`config.mk`:
```
export PLATFORM = sky130hd
export DESIGN_NAME = mem_burst_scheduler
export DESIGN_NICKNAME = d
export VERILOG_FILES = /design/src/rtl/mem_burst_scheduler.sv
export SDC_FILE = /design/constraint.sdc
export NUM_CORES = 1
export LEC_CHECK = 0
export ABC_CLOCK_PERIOD_IN_PS = 3900
export CAP_MARGIN = 5
export CORE_AREA = 2 2 186 188
export DETAILED_ROUTE_END_ITERATION = 10
export DIE_AREA = 0 0 188 190
export GPL_TIMING_DRIVEN = 0
export PLACE_DENSITY = 0.48
export SLEW_MARGIN = 20
export SYNTH_ARGS = -nofsm -noshare
export SYNTH_HDL_FRONTEND = slang
export SYNTH_SLANG_ARGS = --single-unit
export TNS_END_PERCENT = 5
```
`constraint.sdc`:
```
create_clock -name clk -period 3.9 [get_ports clk]
set_input_delay 0.78 -clock clk [delete_from_list [all_inputs] [get_ports clk]]
set_output_delay 0.78 -clock clk [all_outputs]
set_load 0.03 [all_outputs]
```
`src/rtl/mem_burst_scheduler.sv`:
```
// Round-robin burst scheduler sharing one cell-RAM port between 2*NUM_CH
// tracking-FIFO slots: slots 0..NUM_CH-1 are write (FIFO->RAM) channels, slots
// NUM_CH..2*NUM_CH-1 are read (RAM->FIFO) channels. It only issues commands to
// the burst engine; no data passes through here.
// Optional build macro MEM_BURST_SCHED_PARTIAL_FLUSH_EN adds a partial-burst
// flush after FLUSH_TIMEOUT idle cycles.
module mem_burst_scheduler #(
  parameter int unsigned NUM_CH        = 8,
  parameter int unsigned BURST         = 32,
  parameter int unsigned LVL_W         = 11,
  parameter int unsigned CNT_W         = 32,
  parameter int unsigned FLUSH_TIMEOUT = 1024
) (
  input  logic                      clk,
  input  logic                      reset,
  input  logic [2*NUM_CH-1:0]       chan_enable,
  input  logic [NUM_CH*LVL_W-1:0]   wr_fifo_level,
  input  logic [NUM_CH*LVL_W-1:0]   rd_fifo_space,
  input  logic [NUM_CH*CNT_W-1:0]   ram_level,
  output logic                      burst_valid,
  output logic [3:0]                burst_slot,
  output logic [LVL_W-1:0]          burst_len,
  input  logic                      burst_ready,
  input  logic                      burst_done,
  output logic                      busy,
  output logic [15:0]               grant_count
);

  localparam int unsigned NSLOT = 2 * NUM_CH;

  // The 4-bit slot field and 16-bit idle counter fix the legal configuration.
  if (NUM_CH != 8 || FLUSH_TIMEOUT > 65535) begin : g_bad_cfg
    $error("mem_burst_scheduler: NUM_CH must be 8 and FLUSH_TIMEOUT <= 65535");
  end

  typedef enum logic [1:0] {StIdle, StScan, StIssue, StWaitDone} state_e;

  state_e             state_q, state_d;
  logic [NSLOT-1:0]   elig, elig_q, elig_d;
  logic [3:0]         last_slot_q, last_slot_d;
  logic               valid_d, busy_d;
  logic [3:0]         slot_d;
  logic [LVL_W-1:0]   len_d;
  logic [15:0]        count_d;
  logic               pick_found;
  logic [3:0]         pick_slot;
  logic [3:0]         scan_idx;

  // Full-burst eligibility of every slot from the live FIFO/RAM levels.
  always_comb begin
    elig = '0;
    for (int i = 0; i < int'(NUM_CH); i++) begin
      elig[i] = chan_enable[i] && (wr_fifo_level[i*LVL_W +: LVL_W] >= LVL_W'(BURST));
      elig[NUM_CH+i] = chan_enable[NUM_CH+i]
                       && (rd_fifo_space[i*LVL_W +: LVL_W] >= LVL_W'(BURST))
                       && (ram_level[i*CNT_W +: CNT_W] >= CNT_W'(BURST));
    end
  end

  // Round-robin search of the snapshot starting just after the last granted
  // slot; the 16th probe wraps back onto last_slot itself.
  always_comb begin
    pick_found = 1'b0;
    pick_slot  = last_slot_q;
    scan_idx   = last_slot_q;
    for (int k = 1; k <= int'(NSLOT); k++) begin
      scan_idx = last_slot_q + 4'(k);
      if (!pick_found && elig_q[scan_idx]) begin
        pick_found = 1'b1;
        pick_slot  = scan_idx;
      end
    end
  end

`ifdef MEM_BURST_SCHED_PARTIAL_FLUSH_EN
  logic [15:0]                  idle_cnt_q, idle_cnt_d;
  logic                         flush_q, flush_d;
  logic [NSLOT-1:0]             part_vec;
  logic [NSLOT-1:0][LVL_W-1:0]  part_len, part_len_q, part_len_d;
  logic [CNT_W-1:0]             rd_space_ext, rd_min;

  // Partial amounts per slot, already capped at one full burst.
  always_comb begin
    part_vec     = '0;
    part_len     = '0;
    rd_space_ext = '0;
    rd_min       = '0;
    for (int i = 0; i < int'(NUM_CH); i++) begin
      if (wr_fifo_level[i*LVL_W +: LVL_W] > LVL_W'(BURST)) begin
        part_len[i] = LVL_W'(BURST);
      end else begin
        part_len[i] = wr_fifo_level[i*LVL_W +: LVL_W];
      end
      rd_space_ext = CNT_W'(rd_fifo_space[i*LVL_W +: LVL_W]);
      rd_min = (rd_space_ext < ram_level[i*CNT_W +: CNT_W]) ? rd_space_ext
                                                           : ram_level[i*CNT_W +: CNT_W];
      if (rd_min > CNT_W'(BURST)) begin
        part_len[NUM_CH+i] = LVL_W'(BURST);
      end else begin
        part_len[NUM_CH+i] = LVL_W'(rd_min);
      end
    end
    for (int s = 0; s < int'(NSLOT); s++) begin
      part_vec[s] = chan_enable[s] && (part_len[s] != '0);
    end
  end
`endif

  // Next-state and registered-output logic; everything holds by default.
  always_comb begin
    state_d     = state_q;
    elig_d      = elig_q;
    last_slot_d = last_slot_q;
    valid_d     = burst_valid;
    slot_d      = burst_slot;
    len_d       = burst_len;
    busy_d      = busy;
    count_d     = grant_count;
`ifdef MEM_BURST_SCHED_PARTIAL_FLUSH_EN
    flush_d     = flush_q;
    part_len_d  = part_len_q;
    idle_cnt_d  = idle_cnt_q;
    if ((state_q == StIdle || state_q == StScan) && elig_q == '0
        && idle_cnt_q < 16'(FLUSH_TIMEOUT)) begin
      idle_cnt_d = idle_cnt_q + 16'd1;
    end
`endif
    case (state_q)
      StIdle: begin
`ifdef MEM_BURST_SCHED_PARTIAL_FLUSH_EN
        if (idle_cnt_q >= 16'(FLUSH_TIMEOUT)) begin
          elig_d     = part_vec;
          part_len_d = part_len;
          flush_d    = 1'b1;
        end else begin
          elig_d  = elig;
          flush_d = 1'b0;
        end
`else
        elig_d = elig;
`endif
        state_d = StScan;
      end
      StScan: begin
        if (pick_found) begin
          slot_d  = pick_slot;
          len_d   = LVL_W'(BURST);
          valid_d = 1'b1;
          busy_d  = 1'b1;
          state_d = StIssue;
`ifdef MEM_BURST_SCHED_PARTIAL_FLUSH_EN
          if (flush_q) len_d = part_len_q[pick_slot];
          idle_cnt_d = '0;
          flush_d    = 1'b0;
`endif
        end else begin
          state_d = StIdle;
        end
      end
      StIssue: begin
        if (burst_ready) begin
          valid_d     = 1'b0;
          last_slot_d = burst_slot;
          count_d     = grant_count + 16'd1;
          if (burst_done) begin
            busy_d  = 1'b0;
            state_d = StIdle;
          end else begin
            state_d = StWaitDone;
          end
        end
      end
      StWaitDone: begin
        if (burst_done) begin
          busy_d  = 1'b0;
          state_d = StIdle;
        end
      end
      default: state_d = StIdle;
    endcase
  end

  // State and output registers with synchronous reset.
  always_ff @(posedge clk) begin
    if (reset) begin
      state_q     <= StIdle;
      elig_q      <= '0;
      last_slot_q <= 4'd15;
      burst_valid <= 1'b0;
      burst_slot  <= '0;
      burst_len   <= '0;
      busy        <= 1'b0;
      grant_count <= '0;
    end else begin
      state_q     <= state_d;
      elig_q      <= elig_d;
      last_slot_q <= last_slot_d;
      burst_valid <= valid_d;
      burst_slot  <= slot_d;
      burst_len   <= len_d;
      busy        <= busy_d;
      grant_count <= count_d;
    end
  end

`ifdef MEM_BURST_SCHED_PARTIAL_FLUSH_EN
  // Idle-timeout flush state.
  always_ff @(posedge clk) begin
    if (reset) begin
      idle_cnt_q <= '0;
      flush_q    <= 1'b0;
      part_len_q <= '0;
    end else begin
      idle_cnt_q <= idle_cnt_d;
      flush_q    <= flush_d;
      part_len_q <= part_len_d;
    end
  end
`endif

endmodule

```
Figure 1. Cell area per tile (run 1).
(2 px per um) The die is cut into 19 by 19 equal tiles; black is low, pale yellow is high, 0 to 100% covered.
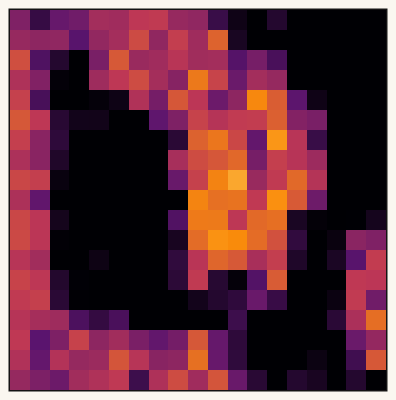
mean over tiles = 25%
tiles over 75% full = 1.1%
emptiest ninth of the die = north-east
nearly empty tiles = 36%
fullest tile = 81%
core box area: 0.03395 sq mm
starting utilization of the core area: 0.1390
utilization of the core after routing: 0.2787

Figure 2. Pin map (run 1).
(2 px per um) Pins as bars across the die edge, other pins in gray.
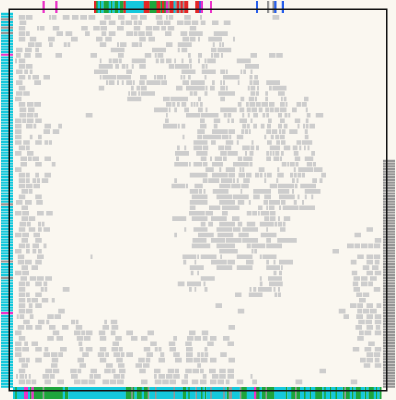
red -> `grant_count`  # pins 16, direction output, edge north
blue -> `burst_slot`  # pins 4, direction output, edge north
magenta -> `burst_len`  # pins 11, direction output, edge 5 north, 4 south, 2 west
cyan -> `ram_level`  # pins 256, direction input, edge 130 west, 110 south, 16 north
green -> `rd_fifo_space`  # pins 88, direction input, edge 72 south, 16 north
all pins by edge = 200 south, 138 west, 84 east, 63 north

==> notes.org, run 1 <==
#+TITLE: Flow metrics

** Power and ir drop
- The power report attributes to the sequential group a share of 0.197.
- Power density normalized to cell area :: 318.9 mW/mm^2
- Largest power group :: combinational cells
- The script computed the net switching share of total power as 0.4183.
- The share of total power dissipated in combinational logic is 0.658.
- P_leak :: 3.296 nW
- Pwr Total :: 0.003017 W
- Relative contribution of the clock network to total power :: 0.145
- The analysis reports a worst IR drop on VDD of 0.1767 mV.
- Sequential cells consume a total of 0.000594 W.
- The power report lists the combinational group at 0.00198 W.
- The analysis attributes to net switching a power of 0.001262 W.
- The internal power of the cells totals 0.001755 W.
- Clock-net power :: 0.000439 W

** Logic synthesis
- The netlist uses 65 different library cells.
- Counting the warning lines in the Yosys log gives 0.
- The average instance in the mapped netlist occupies 8.423 sq um.
- For this run, asynchronously set or reset flops after synthesis account for 0.
- Number of cells in Yosys stat :: 560
- Once synthesis finished, the tally of register bits stood at 45.
- The synthesized instance count is 560.
- Combined area of all synthesized cells :: 0.004717 sq mm
- Portion of the post-synthesis area used by sequential elements :: 0.1910
- Main synth FF type :: sky130_fd_sc_hd__dfxtp_1
- Flip-flops with a built-in enable :: 0
- Total cell area reported by yosys after synthesis :: 0.004717 sq mm

** STA
- In the final report, the number of pins over their slew limit comes to 0.
- The worst path needs 3.830 ns of the cycle, external delays included.
- Count of final setup violators :: 0
- In this build the clock could be raised as far as 261.1 MHz.
- Transition time of the tightest slew-check pin :: 0.7691 ns
- The critical path in the final layout is reported with a setup slack of 0.07024 ns.
- Post-route fraction of the period consumed by the critical path :: 0.9820
- Checking max transition, the worst relative margin is 0.4807.
- Hold-check failures listed in the final report amount to 0.
- For the final routed database, the setup TNS stands at 0 ns.
- Worst setup skew after layout :: 0.007882 ns
- Setup repair after global routing missed its margin :: yes

** Detailed routing
- Summed over all nets, wire length on met2 after detailed routing comes to 12940 um.
- Average detailed-routed wire length per instance :: 17.83 um
- Residual antenna-violating net count after detailed routing :: 0
- Max Used Layer :: met5
- The detailed router reports a met3 wire length of 1685 um.
- Average via count per standard cell :: 4.451
- The wire length recorded after detailed routing is 25100 um.
- Total via count after detailed routing :: 6267
- Pre-Repair DR Iteration Count :: 5
- Drc violations :: 0
- The routed wirelength on the met1 layer is recorded as 10190 um.
- Drt initial violations :: 311

** Finish
- Multi-input combinational cell area :: 0.003735 sq mm
- The layout summary lists the proportion of cells stronger than drive strength 1 as 0.1417.
- The finished cells cover 0.009460 sq mm.
- Fill cells :: 3679
- Counting plain and timing-repair buffers in the layout gives 412.
- The design has 45 sequential cells.
- Clk cell area share :: 0.01561
- Sequential cell area :: 912.1 sq um
- Area delta synth->final :: 100.6%
- Inverter tally of the final layout excluding the clock network :: 20
- Of the total standard cell area in the layout, the multi-input combinational portion is 0.3948.
- According to the finish report, the design has a final net count of 1413.
- Most frequent cells in the layout :: sky130_fd_sc_hd__clkdlybuf4s50_1, sky130_fd_sc_hd__nand2_1, sky130_fd_sc_hd__nor4_1, sky130_fd_sc_hd__nor2_1, sky130_fd_sc_hd__dfxtp_1
- Counting only logic cells after layout, the most numerous master is sky130_fd_sc_hd__clkdlybuf4s50_1.
- Looking at the area split, the leading class of cells is non-clock buffers.
- Register fraction of the total cell area :: 0.09642
- In the layout the tool counted multi-input logic cells amounting to 468.
- Non-clock buffering overhead in the final layout :: 0.4235
- The final antenna diode tally reported by the flow is 0.

** Critical path
- Data arrival time of the critical path :: 4.02 ns
- Buffer-and-inverter tally for the worst setup path :: 5
- Critical-path top delay cell :: sky130_fd_sc_hd__or4_1
- For this run, the slowest stage of the critical path takes 0.54 ns.
- The launch point of the worst register-to-register path is recorded as last_slot_q[1]$_SDFFE_PP1P_.
- Max fanout on the critical path was recorded as 10.
- Worst Path Class, Setup :: reg2reg
- STA puts the critical path data required time at 4.09 ns.
- Start point of the critical path :: last_slot_q[1]$_SDFFE_PP1P_
- Family with the most delay on the worst path :: multiplexers
- Element type at the critical path start :: register
- Worst-path cell chain :: buf_12 > buf_8 > clkinvlp_4 > ha_4 > buf_12 > mux4_2 > inv_2 > mux4_2 > nand4_1 > nor4_1 > a32oi_1 > mux2i_1 > or4_1 > a32o_1
- The worst setup path is captured at a register.

** Die
- Chip area :: 0.03572 sq mm
- From left edge to right edge, the die measures 188 um.
- According to the floorplan log, the row count is 68.
- The die is 190 um tall.
- Number of primary I/O pins :: 485
- During tapcell insertion the tool placed 455 well taps.

** Global routing
- M1 GR Usage :: 0.1610
- met2 track demand over resource after global routing is 0.2521.
- Vias in the first global route :: 6332
- Global-route track usage on met3 :: 0.02121
- For this run the aggregate overflow at the end of global routing stands at 0.
- Antenna violations before repair :: 2
- Per the GRT log, the top usage layer is met2.
- Summed over all routing layers, the global router reports a total usage of 0.1340.
- Entering global routing, the biggest net connects 16 pins.
- The first global-routing pass estimated 36940 um of wire.

** Clock network
- Looking at the clock tree report, the root buffer type is sky130_fd_sc_hd__clkbuf_16.
- Clk pin slew, worst setup/hold paths :: 0.07 ns
- The later pin in the worst-skew pair is clocked with a latency of 0.29 ns.
- The clock tree synthesis step divided the H-tree into 2 levels.
- In this run the deepest clock path goes through 2 buffers.
- TritonCTS built the clock tree.

** Placement
- Cell area reported after detailed placement :: 0.008882 sq mm
- DP Worst Slack :: -1.418 ns
- During placement, the flow inserted port buffers numbering 354.
- After its last routability iteration, the placer logged a weighted congestion of 0.8312.
- HPWL after DPL :: 21270 um

** Worst hold path
- Worst min-delay path class :: reg2reg
- Min-Delay Startpoint :: burst_len[5]$_SDFFE_PP0P_

** Status
- Status :: finished, final reports clean

** Job
- Warnings raised by the tools during the run amount to 153.
- Across the run, the number of max-cap violations was 0.
Figure 3. The clock network (run 1).
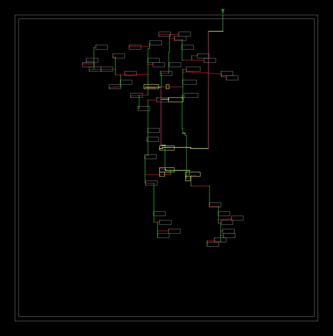
sink count of the clock tree: 45
clock buffers: 5
total CTS buffers: 5

run 1: sequential cells by signal, indices dropped and copies added (netlist names):
signal,cells
burst_len,1
burst_slot,4
burst_valid,1
busy,1
elig_q,16
grant_count,16
last_slot_q,4
state_q,2
run 1: synthesized netlist by cell type, drive strengths merged (17+ instances only):
library cell,instances,area (sq um)
a21oi,29,145.1
inv,18,67.56
mux4,32,747.0
nor2,44,165.2
nor4,50,312.8
or4,17,127.6
mux2i,21,226.5
nor3,17,85.08
o21ai,22,110.1
dfxtp,45,900.9
nand4,18,127.6
nand2,49,183.9
buf,22,150.2
nand3,24,120.1
run 1: final timing paths:
| kind | to | slack (ns) | depth (start not counted) |
|---|---|---|---|
| max | burst_slot[1]$_SDFFE_PP0P_ | 0.07 | 14 |
| max reg2reg | burst_slot[1]$_SDFFE_PP0P_ | 0.07 | 14 |
| min | burst_len[5]$_SDFFE_PP0P_ | 0.50 | 2 |
| min reg2reg | burst_len[5]$_SDFFE_PP0P_ | 0.50 | 2 |
run 1: cell families after synthesis:
group / share of synthesized area
adder cells (fa/ha/maj): 0.02387
other: 0.0007950
XOR/XNOR: 0.04827
AND/OR/NAND/NOR: 0.2676
buffers and inverters: 0.05915
flip-flops: 0.1910
AND-OR/OR-AND: 0.1743
multiplexers: 0.2350
run 1: stage by stage:
stage / hold slack, ns / cells / util
global route: 0.5417 / 1408 / 0.2787
floorplan: 0.4740 / 569 / -
global placement: 0.4670 / 1378 / 0.2616
CTS: 0.5017 / 1398 / 0.2743
finish: 0.4958 / 1408 / 0.2787
detailed placement: 0.4795 / 1378 / 0.2616
run 1: repair_timing:
action,CTS,global route
endpoints found under the hold margin,0,0
hold buffers,0,0
setup buffers,14,10
pin swaps,4,5
endpoints found under the setup margin,8,6
resized,45,16
--- run 2 (diff from run 1) ---
--- a/config.mk
+++ b/config.mk
@@ -5,13 +5,13 @@
 export SDC_FILE = /design/constraint.sdc
 export NUM_CORES = 1
 export LEC_CHECK = 0
-export ABC_CLOCK_PERIOD_IN_PS = 3900
+export ABC_CLOCK_PERIOD_IN_PS = 4280
 export CAP_MARGIN = 5
-export CORE_AREA = 2 2 186 188
+export CORE_AREA = 2 2 188 190
 export DETAILED_ROUTE_END_ITERATION = 10
-export DIE_AREA = 0 0 188 190
+export DIE_AREA = 0 0 190 192
 export GPL_TIMING_DRIVEN = 0
-export PLACE_DENSITY = 0.48
+export PLACE_DENSITY = 0.45
 export SLEW_MARGIN = 20
 export SYNTH_ARGS = -nofsm -noshare
 export SYNTH_HDL_FRONTEND = slang
==> constraint.sdc (replaced) <==
create_clock -name clk -period 4.28 [get_ports clk]
set_input_delay 0.856 -clock clk [delete_from_list [all_inputs] [get_ports clk]]
set_output_delay 0.856 -clock clk [all_outputs]
set_load 0.03 [all_outputs]
Figure 4. Pin map (run 2).
(2 px per um) Pins as bars across the die edge, other pins in gray.
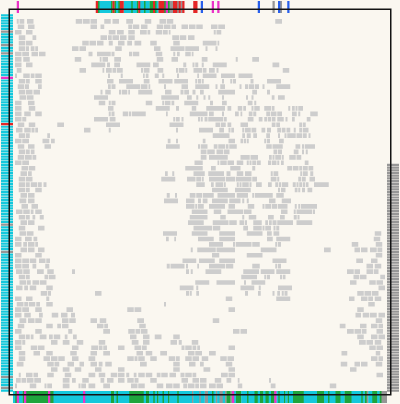
magenta -> `burst_len`  # pins 11, direction output, edge 6 south, 4 north, 1 west
green -> `rd_fifo_space`  # pins 88, direction input, edge 76 south, 12 north
blue -> `burst_slot`  # pins 4, direction output, edge north
red -> `grant_count`  # pins 16, direction output, edge 15 north, 1 west
cyan -> `ram_level`  # pins 256, direction input, edge 130 west, 108 south, 18 north
all pins by edge = 203 south, 139 west, 84 east, 59 north
count of input and output buffers: 354
height of the die: 192 um
x dimension of the die: 190 um

==> run 2 against run 1 <==
Global-route usage fell by 0.30 points. Largest power group unchanged. Largest cell class unchanged. Register-to-register slack gained 0.11 ns. Sequential share of layout area up 0.21 points. Non-clock buffer count decreased by 13. Via count is 2.0% lower. Critical path type unchanged. Synthesized cell count unchanged. Die size is 2.1% higher. Critical endpoint unchanged. Critical path depth unchanged.
==> notes.org, run 2 <==
#+TITLE: Flow metrics

** Logic synthesis
- Per the synth stats, the proportion of register bits with asynchronous set or reset is 0.
- Yosys printed 0 warnings.
- Area leader share :: 0.1910
- According to the Yosys statistics, the synthesized design has a chip area of 0.004717 sq mm.
- Number of cells in Yosys stat :: 560
- Averaged over all synthesized cells, the footprint is 8.423 sq um.
- The synthesized netlist contains 65 unique library cells.
- Portion of the post-synthesis area used by sequential elements :: 0.1910
- Looking at area per cell type in the netlist, the leader is sky130_fd_sc_hd__dfxtp_1.
- Cells after Synth :: 560
- Main synth FF type :: sky130_fd_sc_hd__dfxtp_1
- Yosys attributes the largest share of cell area to sky130_fd_sc_hd__dfxtp_1, sky130_fd_sc_hd__mux4_2, sky130_fd_sc_hd__nor4_1, sky130_fd_sc_hd__mux2i_1, sky130_fd_sc_hd__mux4_1.

** Finish
- Number of flip-flops and latches :: 45
- Dominant logic cell type in the layout :: sky130_fd_sc_hd__clkdlybuf4s50_1
- The fraction of final cell area spent on clock buffers and inverters in this run is 0.01626.
- Between the synthesized netlist and the finished layout, the area growth was recorded as 95.73%.
- Registers take 909.6 sq um.
- The final layout contains 1400 nets.
- Counting the clock-network buffers in the layout gives 5.
- Non-clock buffering overhead in the final layout :: 0.4177
- Fill cells :: 3681
- Comb area share :: 0.3969

** Clock network
- The report lists the number of cells resized after CTS as 27.
- The number of setup buffers added after CTS is 2.
- Total CTS buffers :: 5
- Clock tree from TritonCTS :: done
- Hold bufs inserted after CTS :: 0
- Sink count of the clock tree :: 45

** Global routing
- Global route overflow :: 0
- Global-route wire length before repair :: 36310 um
- Antenna violations before repair :: 3
- Vias in the first global route :: 6236

** Critical path
- Critical path data required time :: 4.47 ns
- In this run the register-to-register setup slack is 0.18 ns.
- Crit-path max FO :: 10
- RR Endpoint :: burst_slot[1]$_SDFFE_PP0P_
- The report puts the cell count of the worst reg-to-reg path at 14.
- STA puts the critical path data arrival time at 4.28 ns.
- The worst setup path is captured at a register.
- The critical path starts at last_slot_q[2]$_SDFFE_PP1P_.

** STA
- Worst setup skew after layout :: 0.008988 ns
- In this build the clock could be raised as far as 244.0 MHz.
- Max-Slew Margin vs Limit :: 0.3955
- Count of final setup violators :: 0

** Worst hold path
- Hold Path End :: burst_len[5]$_SDFFE_PP0P_
- Worst min-delay path class :: reg2reg
- STA lists the startpoint of the worst hold path as burst_len[5]$_SDFFE_PP0P_.

** Placement
- DP Worst Slack :: -1.602 ns
- HPWL after DPL :: 21520 um
- Per the gpl log, the routability congestion estimate is 0.8385.

** Detailed routing
- Detailed routing placed a total of 1957 um of wire on met3.
- Routed length on met2 :: 12500 um
- In the per-layer breakdown of the detailed-route log, met1 shows 9963 um.
- The routed design shows a wire length per standard cell of 17.86 um.
- Max Used Layer :: met5
- Drt initial violations :: 307

** Die
- Well-Tap Cells :: 455
- Starting utilization of the core area :: 0.1376
- Chip area :: 0.03648 sq mm
- The floorplan has 68 rows.
- Core box area :: 0.03429 sq mm
- According to the I/O placement log, the pin count is 485.

** Status
- Status :: finished, final reports clean

** Power and ir drop
- The power report lists cell-internal power as 0.001541 W.
- Switch Pwr :: 0.001126 W
- Sequential cells consume a total of 0.000541 W.
- Per the OpenROAD power report, leakage power amounts to 3.194 nW.
- The share of total power dissipated in the clock network is 0.155.
## run 2: cell counts after synthesis
No cell type changed its count.
## run 2: through the flow
stage	TNS [ns]	cells	area, sq um	power (W)
floorplan	0	569	4751	0.001485
global placement	-8.081	1378	8864	0.002168
detailed placement	-7.898	1378	8864	0.002162
CTS	0	1387	9112	0.002642
global route	-0.001434	1395	9230	0.002852
finish	0	1396	9233	0.002667
## run 2: cell families (layout without fill, tap and decap cells)
kind of cell,Yosys count,in the layout,share of synthesized area
xor gates and xnor gates,26,26,0.04827
DFF,45,45,0.1910
AOI/OAI and AO/OA,118,118,0.1743
other,1,11,0.0007950
buffers and inverters,56,427,0.05915
adders and majority gates,9,9,0.02387
and+or+nand+nor,240,240,0.2676
muxes,65,65,0.2350
## run 2: layer usage
| metal | global-route usage | vias to the layer above |
|---|---|---|
| met5 | 0 | - |
| met4 | 0.03131 | 2 |
| met3 | 0.02869 | 30 |
| met2 | 0.2379 | 290 |
| met1 | 0.1562 | 2849 |
| li1 | - | 2970 |
## run 2: critical path, cell delays in order (launching register included)
cell,delay (ns)
sky130_fd_sc_hd__dfxtp_2,0.45
sky130_fd_sc_hd__clkbuf_4,0.28
sky130_fd_sc_hd__clkbuf_4,0.27
sky130_fd_sc_hd__inv_1,0.21
sky130_fd_sc_hd__ha_1,0.37
sky130_fd_sc_hd__clkbuf_2,0.29
sky130_fd_sc_hd__mux4_2,0.34
sky130_fd_sc_hd__clkinv_1,0.23
sky130_fd_sc_hd__nand4_1,0.18
sky130_fd_sc_hd__nor3_2,0.06
sky130_fd_sc_hd__buf_4,0.21
sky130_fd_sc_hd__nand4_1,0.17
sky130_fd_sc_hd__mux2i_1,0.11
sky130_fd_sc_hd__or4_1,0.54
sky130_fd_sc_hd__a32o_1,0.27
--- run 3 (diff from run 2) ---
--- a/config.mk
+++ b/config.mk
@@ -16,4 +16,4 @@
 export SYNTH_ARGS = -nofsm -noshare
 export SYNTH_HDL_FRONTEND = slang
 export SYNTH_SLANG_ARGS = --single-unit
-export TNS_END_PERCENT = 5
+export TNS_END_PERCENT = 10
Figure 5. Placement by cell class (run 3).
(1.5 px per um)
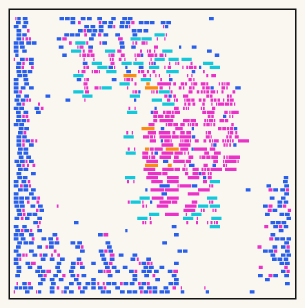
magenta -> remaining logic cells  # cells 488, share of their area 43%
cyan -> sequential cells  # cells 45, share of their area 11%
blue -> remaining buffers and delay cells  # cells 399, share of their area 45%
orange -> clock drivers and dummy loads  # cells 8, share of their area 1.7%
Non-Filler Cell Area, Final: 0.009233 sq mm
utilization of the core after routing: 0.2693

==> run 3 against run 2 <==
Via count stayed put. Core utilization did not move. Die size unchanged. Fmax unchanged. Register-to-register slack barely moved.
==> notes.org, run 3 <==
#+TITLE: Flow metrics

** Detailed routing
- Drt initial violations :: 307
- Routed length on met2 :: 12500 um
- The highest layer touched by signal routing is met5.
- Routed metal-1 wirelength :: 9963 um
- Average via count per standard cell :: 4.399
- Pre-Repair DR Iteration Count :: 5
- Total via count after detailed routing :: 6141
- Met3 layer wire length in the routed design :: 1957 um
- Wirelength, routed :: 24940 um
- For this run, design rule violations remaining after detail routing come to 0.
- For this sky-water flow run, the detailed-routed wirelength per cell is reported as 17.86 um.
- Residual antenna-violating net count after detailed routing :: 0

** Finish
- Among logic cells in the layout, the one with the most instances is sky130_fd_sc_hd__clkdlybuf4s50_1.
- Fin nets :: 1400
- Counting the fill cells in the layout gives 3681.
- Of the cells placed in the final design, the portion with a size suffix greater than 1 is 0.1149.
- Most frequent cells in the layout :: sky130_fd_sc_hd__clkdlybuf4s50_1, sky130_fd_sc_hd__nand2_1, sky130_fd_sc_hd__nor4_1, sky130_fd_sc_hd__nor2_1, sky130_fd_sc_hd__dfxtp_1
- The largest registers in the layout are elig_q (16), grant_count (16).

** Power and ir drop
- Switching power as a fraction of the total was reported as 0.4223.
- The net switching power in the latest report is 0.001126 W.
- Power density normalized to cell area :: 288.9 mW/mm^2
- Sequential cell fraction of total power :: 0.203
- Summed over the clock group, the power is 0.000413 W.
- Combinational logic power :: 0.00171 W
- Maximum vdd drop :: 0.1488 mV
- Of all power groups, the one with the highest power is combinational cells.
- Internal power :: 0.001541 W
- P_leak :: 3.194 nW

** STA
- Transition time of the tightest slew-check pin :: 0.9034 ns
- Final count of pins violating max slew :: 0
- Final WS setup :: 0.1823 ns
- Across all checked pins, the minimum headroom to the slew limit is 0.3955.
- Final Hold Violation Tally :: 0
- Final critical delay including setup and external delays :: 4.098 ns
- The final timing report counts setup violations totalling 0.
- Derived from the worst setup path, the maximum achievable clock frequency is 244.0 MHz.
- For the final database, setup skew stands at 0.008988 ns.

** Critical path
- Critical path data required time :: 4.47 ns
- RR Endpoint :: burst_slot[1]$_SDFFE_PP0P_
- Worst Path Class, Setup :: reg2reg
- The worst setup path is captured at a register.
- Family with the most delay on the worst path :: buffers and inverters
- Worst path max stage delay :: 0.54 ns
- For reference, the critical path cell chain is clkbuf_4 > clkbuf_4 > inv_1 > ha_1 > clkbuf_2 > mux4_2 > clkinv_1 > nand4_1 > nor3_2 > buf_4 > nand4_1 > mux2i_1 > or4_1 > a32o_1.
- The worst register-to-register path has a setup slack of 0.18 ns.
- Per the OpenROAD timing report, the critical path contains 14 cells.
- The worst setup path is launched from a register.
- STA lists the startpoint of the worst register-to-register path as last_slot_q[2]$_SDFFE_PP1P_.
- Data arrival time of the critical path :: 4.28 ns
- Max fanout on the critical path was recorded as 10.
- CP Capture Point :: burst_slot[1]$_SDFFE_PP0P_
- The timing report notes that buffer and inverter cells on the critical path total 6.
- Among all stages on the critical path, the largest delay is contributed by sky130_fd_sc_hd__or4_1.

** Logic synthesis
- Total cell area reported by yosys after synthesis :: 0.004717 sq mm
- Per the synth stats, the proportion of register bits with asynchronous set or reset is 0.
- Main synth FF type :: sky130_fd_sc_hd__dfxtp_1
- For this run, the register share of the synthesized area comes to 0.1910.
- Flip-flops with a built-in enable :: 0
- In the Yosys stats the netlist draws on 65 distinct library cells.
- In this run, synthesis produced a sequential element count of 45.
- Before any placement, the netlist area is recorded as 0.004717 sq mm.
- Cell type with the largest total area after synthesis :: sky130_fd_sc_hd__dfxtp_1
- The area fraction of the largest cell type after synthesis is 0.1910.
- Leading post-synthesis cells by instance count :: sky130_fd_sc_hd__nor4_1, sky130_fd_sc_hd__nand2_1, sky130_fd_sc_hd__dfxtp_1
- Number of cells in Yosys stat :: 560
- Cells after Synth :: 560
- Main area contributors after synthesis :: sky130_fd_sc_hd__dfxtp_1, sky130_fd_sc_hd__mux4_2, sky130_fd_sc_hd__nor4_1, sky130_fd_sc_hd__mux2i_1, sky130_fd_sc_hd__mux4_1
- Post-synthesis cell type with the largest instance count :: sky130_fd_sc_hd__nor4_1
- Each instance of the synthesized netlist takes up on average 8.423 sq um.
- For this run, the number of Yosys warnings is 0.

** Worst hold path
- Min-Delay Path Depth :: 2
- The launch point of the worst min-delay path is recorded as burst_len[5]$_SDFFE_PP0P_.
- Hold Path End :: burst_len[5]$_SDFFE_PP0P_
- Worst min-delay path class :: reg2reg

** Die
- Core box area :: 0.03429 sq mm
- Height of the die :: 192 um
- The die covers 0.03648 sq mm.
- In the floorplan report the effective utilization is 0.1376.
- 485 I/O pins were placed.
- From left edge to right edge, the die measures 190 um.

** Job
- Per the run summary, max-cap violations total 0.
- The number of warnings reported in the stage logs is 152.

** Global routing
- The first global-routing pass estimated 36310 um of wire.
- Pin count of the biggest net entering global routing :: 17
- The via count of the first global-routing pass came to 6236.
- The initial antenna violation count is 3.
- Global route overflow :: 0
- GRT Overall Usage :: 0.1310

** Clock network
- Per the CTS log, the root buffer master is sky130_fd_sc_hd__clkbuf_16.
- H-tree level count :: 2
- Sink count of the clock tree :: 45
- Clk pin slew, worst setup/hold paths :: 0.07 ns
- Per the CTS log, the buffer count on the longest clock path is 2.
- Source-to-sink clock delay at the later pin of the worst-skew pair :: 0.30 ns
- Clock tree from TritonCTS :: done
- TritonCTS created 5 clock buffers.
- The number of hold buffers added after CTS was 0.

** Placement
- Prior to clock tree synthesis, the placed netlist has a worst setup slack of -1.602 ns.
- Buffers placed on the I/O ports in this run total 354.
- HPWL after DPL :: 21520 um
- The congestion estimate from routability-driven global placement came to 0.8385.

** Status
- The run finished with clean final reports.
==> run 3: cell counts after synthesis <==
Identical to the previous run, type by type.
==> run 3: layout make-up <==
| cell class | instances | area (sq um) | area share |
|---|---|---|---|
| diodes | 1 | 2.502 | 0.0002710 |
| plain buffers | 35 | 237.7 | 0.02575 |
| clock buffers | 5 | 125.1 | 0.01355 |
| clock inverters | 3 | 25.02 | 0.002710 |
| inverters | 20 | 80.08 | 0.008673 |
| multi-input cells | 468 | 3665 | 0.3969 |
| flip-flops and latches | 45 | 909.6 | 0.09852 |
| well taps | 455 | 569.3 | 0.06166 |
| repair buffers | 364 | 3618 | 0.3919 |
==> run 3: logic make-up after synthesis <==
group / after synthesis / share of synthesized area
AND-OR/OR-AND: 118 / 0.1743
multiplexers: 65 / 0.2350
adder cells (fa/ha/maj): 9 / 0.02387
XOR/XNOR: 26 / 0.04827
AND/OR/NAND/NOR: 240 / 0.2676
other: 1 / 0.0007950
flip-flops: 45 / 0.1910
buffers and inverters: 56 / 0.05915
==> run 3: per-stage QoR <==
| stage | setup TNS [ns] | area, sq um | instances | hold WS (ns) |
|---|---|---|---|---|
| 6_report | 0 | 9233 | 1396 | 0.4909 |
| 5_1_grt | -0.001434 | 9230 | 1395 | 0.5281 |
| 4_1_cts | 0 | 9112 | 1387 | 0.4991 |
| 3_5_place_dp | -7.898 | 8864 | 1378 | 0.4787 |
| 3_3_place_gp | -8.081 | 8864 | 1378 | 0.4728 |
| 2_1_floorplan | 0 | 4751 | 569 | 0.4740 |
==> run 3: per-layer routing <==
layer	vias up	GRT usage
met2	290	0.2379
met1	2849	0.1562
met4	2	0.03131
met3	30	0.02869
met5	-	0
li1	2970	-
==> run 3: timing repair <==
item	4_1_cts	5_1_grt
buffers inserted	2	8
pin swaps	1	3
resized	27	14
setup endpoints to repair	8	7
Power is estimated from default activity; no workload was simulated.
